Fig. 1: run 1, wiring heat map
The die is cut into 24 by 24 equal tiles; dark blue is low, red is high, scaled to the fullest tile. Values are wire area over tile area, all layers added.
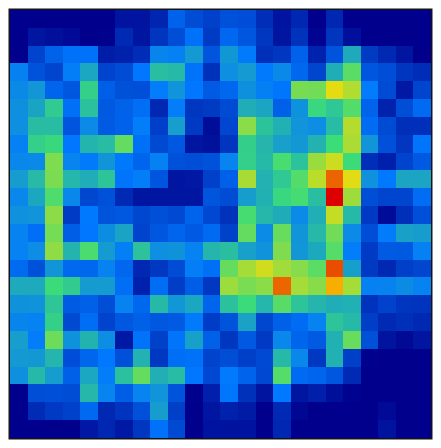
Fig. 2: run 1, sizing map
The bar under the picture is 20 microns long.
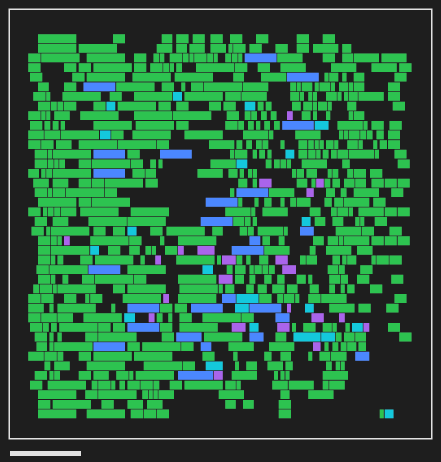
Fig. 3: run 1, clock network drawn from the DEF
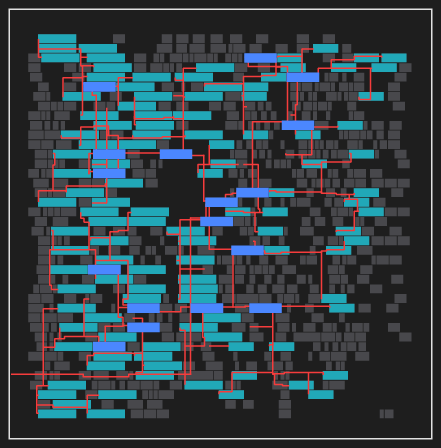
==> config.mk <==
export PLATFORM = sky130hd
export DESIGN_NAME = regfile_wb_arbiter_flat
export DESIGN_NICKNAME = d
export VERILOG_FILES = /design/src/rtl/regfile_wb_arbiter_if.sv /design/src/rtl/regfile_wb_arbiter.sv /design/src/flat_wrapper.sv
export SDC_FILE = /design/constraint.sdc
export NUM_CORES = 1
export LEC_CHECK = 0
export CORE_AREA = 5 5 114 116
export DETAILED_ROUTE_END_ITERATION = 10
export DIE_AREA = 0 0 119 121
export GPL_TIMING_DRIVEN = 0
export PLACE_DENSITY_LB_ADDON = 0.3
export SETUP_SLACK_MARGIN = 0.4
export SLEW_MARGIN = 20
export SYNTH_ARGS = -nofsm -noshare
export SYNTH_HDL_FRONTEND = slang
export SYNTH_SLANG_ARGS = --single-unit
==> constraint.sdc <==
create_clock -name clk -period 4 [get_ports clk]
set_clock_uncertainty 0.05 [all_clocks]
set_input_delay 0.6 -clock clk [delete_from_list [all_inputs] [get_ports clk]]
set_output_delay 0.6 -clock clk [all_outputs]
set_load 0.03 [all_outputs]
==> flow_metrics.env, run 1 <==
# yosys + openroad results
export IMPL_gr_usage_met3=0.07599
export IMPL_cp_common_cell="sky130_fd_sc_hd__clkdlybuf4s50_1"
export IMPL_grt_overflow_total=0
export IMPL_power_leakage_nw=2.913
export IMPL_grt_busiest_layer="met2"
export IMPL_synth_avg_cell_area_sq_um=11.24
export IMPL_design_core_area_sq_um=11810
export IMPL_sequentialPower_w=0.00135
export IMPL_layout_core_utilization=0.6413
export IMPL_warnings=28
export IMPL_largest_reg_flops=64
export IMPL_number_of_buffer_and_inverter_instances_along_the_worst_setup_path=5
export IMPL_nWellTaps=147
export IMPL_maxCapViolCount=0
export IMPL_final_non_filler_cells=798
export IMPL_chipArea_sq_um=14400
export IMPL_seqAreaFraction=0.3964
export IMPL_die_x_microns=119
export IMPL_antenna_found_initial=0
export IMPL_place_gp_congestion=0.8524
export IMPL_share_seq_of_total_power=0.403
export IMPL_design_final_nets=726
export IMPL_firstDrtPassIters=5
export IMPL_fmaxAchievable_mhz=283.9
export IMPL_lay_top_count="sky130_fd_sc_hd__clkdlybuf4s50_1"
export IMPL_drv_slew=0
export IMPL_cts_repair_resized=14
export IMPL_ratio_of_routed_vias_to_standard_cells=5.447
export IMPL_most_common_layout_cells="sky130_fd_sc_hd__clkdlybuf4s50_1, sky130_fd_sc_hd__edfxtp_1, sky130_fd_sc_hd__nand2_1"
export IMPL_worst_setup_path_type="input port to output pin"
export IMPL_setup_slack_ps=477.8
export IMPL_final_nonclk_buf_share=0.2364
export IMPL_synth_adder_area_share=0.009615
export IMPL_ys_ff=113
export IMPL_endpoint_arrival_time_on_the_critical_path_ps=2870
export IMPL_cts_hold_buf=0
export IMPL_cpPeakStageDelay_ps=690
export IMPL_synthTopCellsByCount="sky130_fd_sc_hd__edfxtp_1, sky130_fd_sc_hd__nand2_1, sky130_fd_sc_hd__o21ai_0"
export IMPL_ff_latch_area_sq_um=3003
export IMPL_mappedNetlistArea_sq_um=5205
export IMPL_area_figure_in_the_yosys_stat_output_sq_um=5205
export IMPL_place_ws_ps=183.6
export IMPL_hold_violations=0
export IMPL_tritoncts="built"
export IMPL_setup_tns_final_ps=0
export IMPL_yosysCellCount=463
export IMPL_outcome="complete, no violations"
export IMPL_synth_area_top_cells="sky130_fd_sc_hd__edfxtp_1, sky130_fd_sc_hd__dfxtp_1, sky130_fd_sc_hd__mux2i_1"
export IMPL_post_layout_total_power_w=0.003362
export IMPL_power_density_nw_per_um2=443.8
Notes on Fig. 1 above:
fullest tile	0.66
densest ninth of the die	middle right
nearly empty tiles	10%
mean over tiles	0.16
tiles over half the peak	9.5%
global-route usage over all layers: 0.1982
vias: 4347
Total Wirelength: 14120 microns
mean routed wirelength per cell: 17.69 microns

Notes on Fig. 2 above:
size	color	cells	share
x2	purple	22	3.4%
x1 and smaller	green	582	89%
x3 and x4	cyan	21	3.2%
x6 and larger	blue	26	4.0%
final std cell area, no fill: 7575 sq um
synthesis-to-finish area growth: 45.53%
count of plain and timing-repair buffers: 183

Notes on Fig. 3 above:
[clock wires] red | length: 1430 microns
[flip-flops] cyan | count: 113
[clock-net drivers] blue | count: 17
routed clock nets	18
flops lie	all over the die
total clock network power: 0.00135 W
insertion delay to the later sink of the worst-skew pair: 400 ps
clock power share: 0.400

Fig. 4: run 1, where the registers sit
The bar under the picture is 20 microns long.
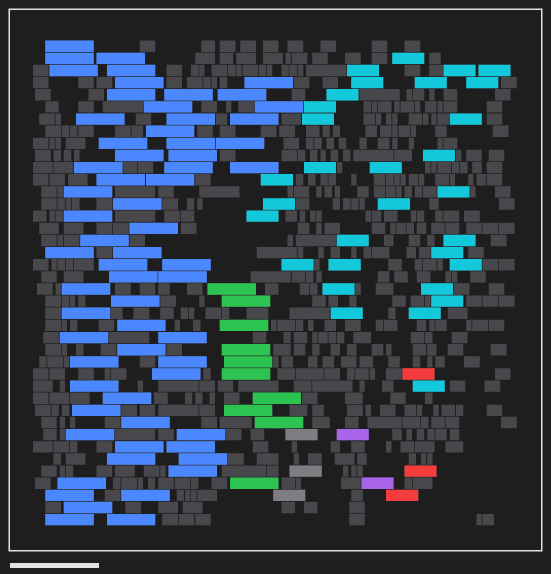

==> run 2: changes to the inputs <==
--- a/config.mk
+++ b/config.mk
@@ -11,6 +11,7 @@
 export GPL_TIMING_DRIVEN = 0
 export PLACE_DENSITY_LB_ADDON = 0.3
 export SETUP_SLACK_MARGIN = 0.4
+export SKIP_CTS_REPAIR_TIMING = 1
 export SLEW_MARGIN = 20
 export SYNTH_ARGS = -nofsm -noshare
 export SYNTH_HDL_FRONTEND = slang
Fig. 5: run 2, where the registers sit
The bar under the picture is 20 microns long.
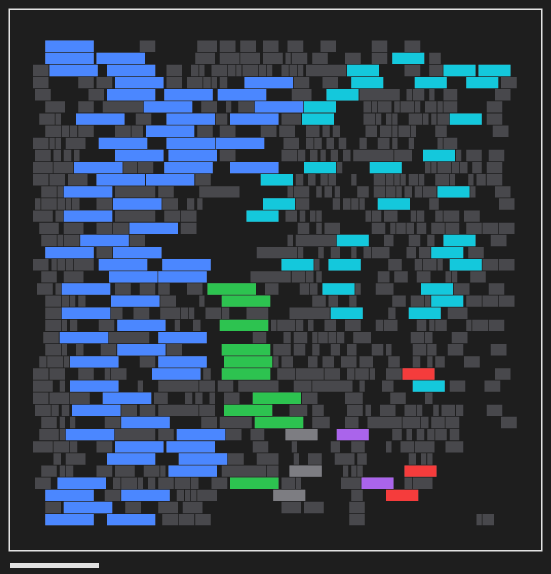
signal	color	placed flops
u_core.bus.busy_mask	cyan	31
u_core.starve_cnt	red	3
u_core.fifo_count	purple	2
u_core.fifo_id	green	10
u_core.fifo_data	blue	64
not colored	3
sequential power: 0.00135 W
footprint of the flip-flops and latches: 3003 sq um
utilization of the core after routing: 0.6443
register share of the cell area: 0.3946

Fig. 6: run 2, sizing map
The bar under the picture is 20 microns long.
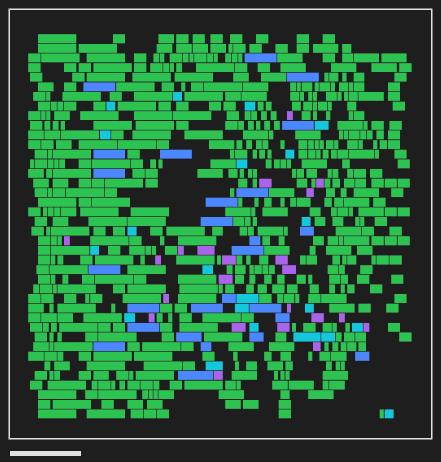
size	color	cells	share
x2	purple	22	3.4%
x3 and x4	cyan	21	3.2%
x6 and larger	blue	26	4.0%
x1 and smaller	green	582	89%
final std cell area, no fill: 7610 sq um
final setup margin: 355.9 ps

Fig. 7: run 2, wiring heat map
The die is cut into 24 by 24 equal tiles; dark blue is low, red is high, scaled to the fullest tile. Values are wire area over tile area, all layers added.
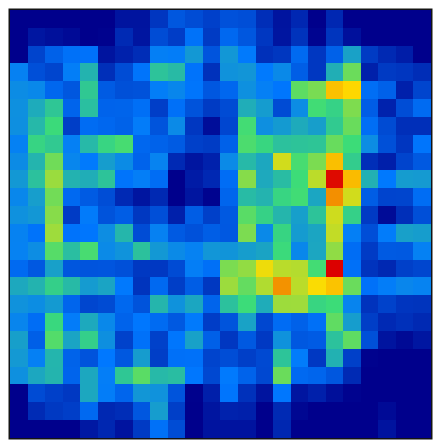
nearly empty tiles	11%
tiles over half the peak	10%
densest ninth of the die	middle right
vias: 4344
mean routed wirelength per cell: 17.76 microns
global-route usage over all layers: 0.1985

==> run 2 against run 1 <==
Setup slack got worse by 120 ps. Global-route usage hardly changed. Core utilization up 0.30 points. Via count about the same. Sequential share of layout area fell by 0.18 points. Count of clock-buffer cells in the layout did not move. First-iteration DRC count rose by 17%. Combinational power rose by 0.9%. Power grew 0.22%. Sequential power about the same. Fmax is 3.3% lower. Flip-flop count is the same. Largest cell class unchanged. Highest routed layer unchanged.
==> flow_metrics.env, run 2 <==
# yosys + openroad results
export IMPL_outcome="complete, no violations"
export IMPL_gr_usage_met3=0.07646
export IMPL_number_of_buffer_and_inverter_instances_along_the_worst_setup_path=5
export IMPL_setup_tns_final_ps=0
export IMPL_ys_ff=113
export IMPL_cpPeakStageDelay_ps=740
export IMPL_postRouteWirelength_microns=14170
export IMPL_design_final_nets=726
export IMPL_place_ws_ps=183.6
export IMPL_most_common_layout_cells="sky130_fd_sc_hd__clkdlybuf4s50_1, sky130_fd_sc_hd__edfxtp_1, sky130_fd_sc_hd__nand2_1"
export IMPL_firstDrtPassIters=5
export IMPL_synthTopCellsByCount="sky130_fd_sc_hd__edfxtp_1, sky130_fd_sc_hd__nand2_1, sky130_fd_sc_hd__o21ai_0"
export IMPL_ratio_of_routed_vias_to_standard_cells=5.444
export IMPL_fmaxAchievable_mhz=274.4
export IMPL_lay_top_count="sky130_fd_sc_hd__clkdlybuf4s50_1"
export IMPL_nWellTaps=147
export IMPL_endpoint_arrival_time_on_the_critical_path_ps=2990
export IMPL_drv_slew=0
export IMPL_antenna_found_initial=0
export IMPL_net_count_after_synthesis=551
export IMPL_area_figure_in_the_yosys_stat_output_sq_um=5205
export IMPL_power_clock_w=0.00135
export IMPL_tritoncts="built"
export IMPL_areaGrowthSynthToFinish_pct=46.20
export IMPL_grt_overflow_total=0
export IMPL_synth_avg_cell_area_sq_um=11.24
export IMPL_final_non_filler_cells=798
export IMPL_nNonClkBuffers=183
export IMPL_synth_adder_area_share=0.009615
export IMPL_mappedNetlistArea_sq_um=5205
export IMPL_warnings=28
export IMPL_yosysCellCount=463
export IMPL_grt_busiest_layer="met2"
export IMPL_post_layout_total_power_w=0.003369
export IMPL_cp_common_cell="sky130_fd_sc_hd__clkdlybuf4s50_1"
export IMPL_power_clock_fraction=0.400
export IMPL_place_gp_congestion=0.8524
export IMPL_share_seq_of_total_power=0.402
export IMPL_power_density_nw_per_um2=442.7
export IMPL_design_core_area_sq_um=11810
export IMPL_hold_violations=0
No activity file was given, so power comes from the tool's default toggle rates.
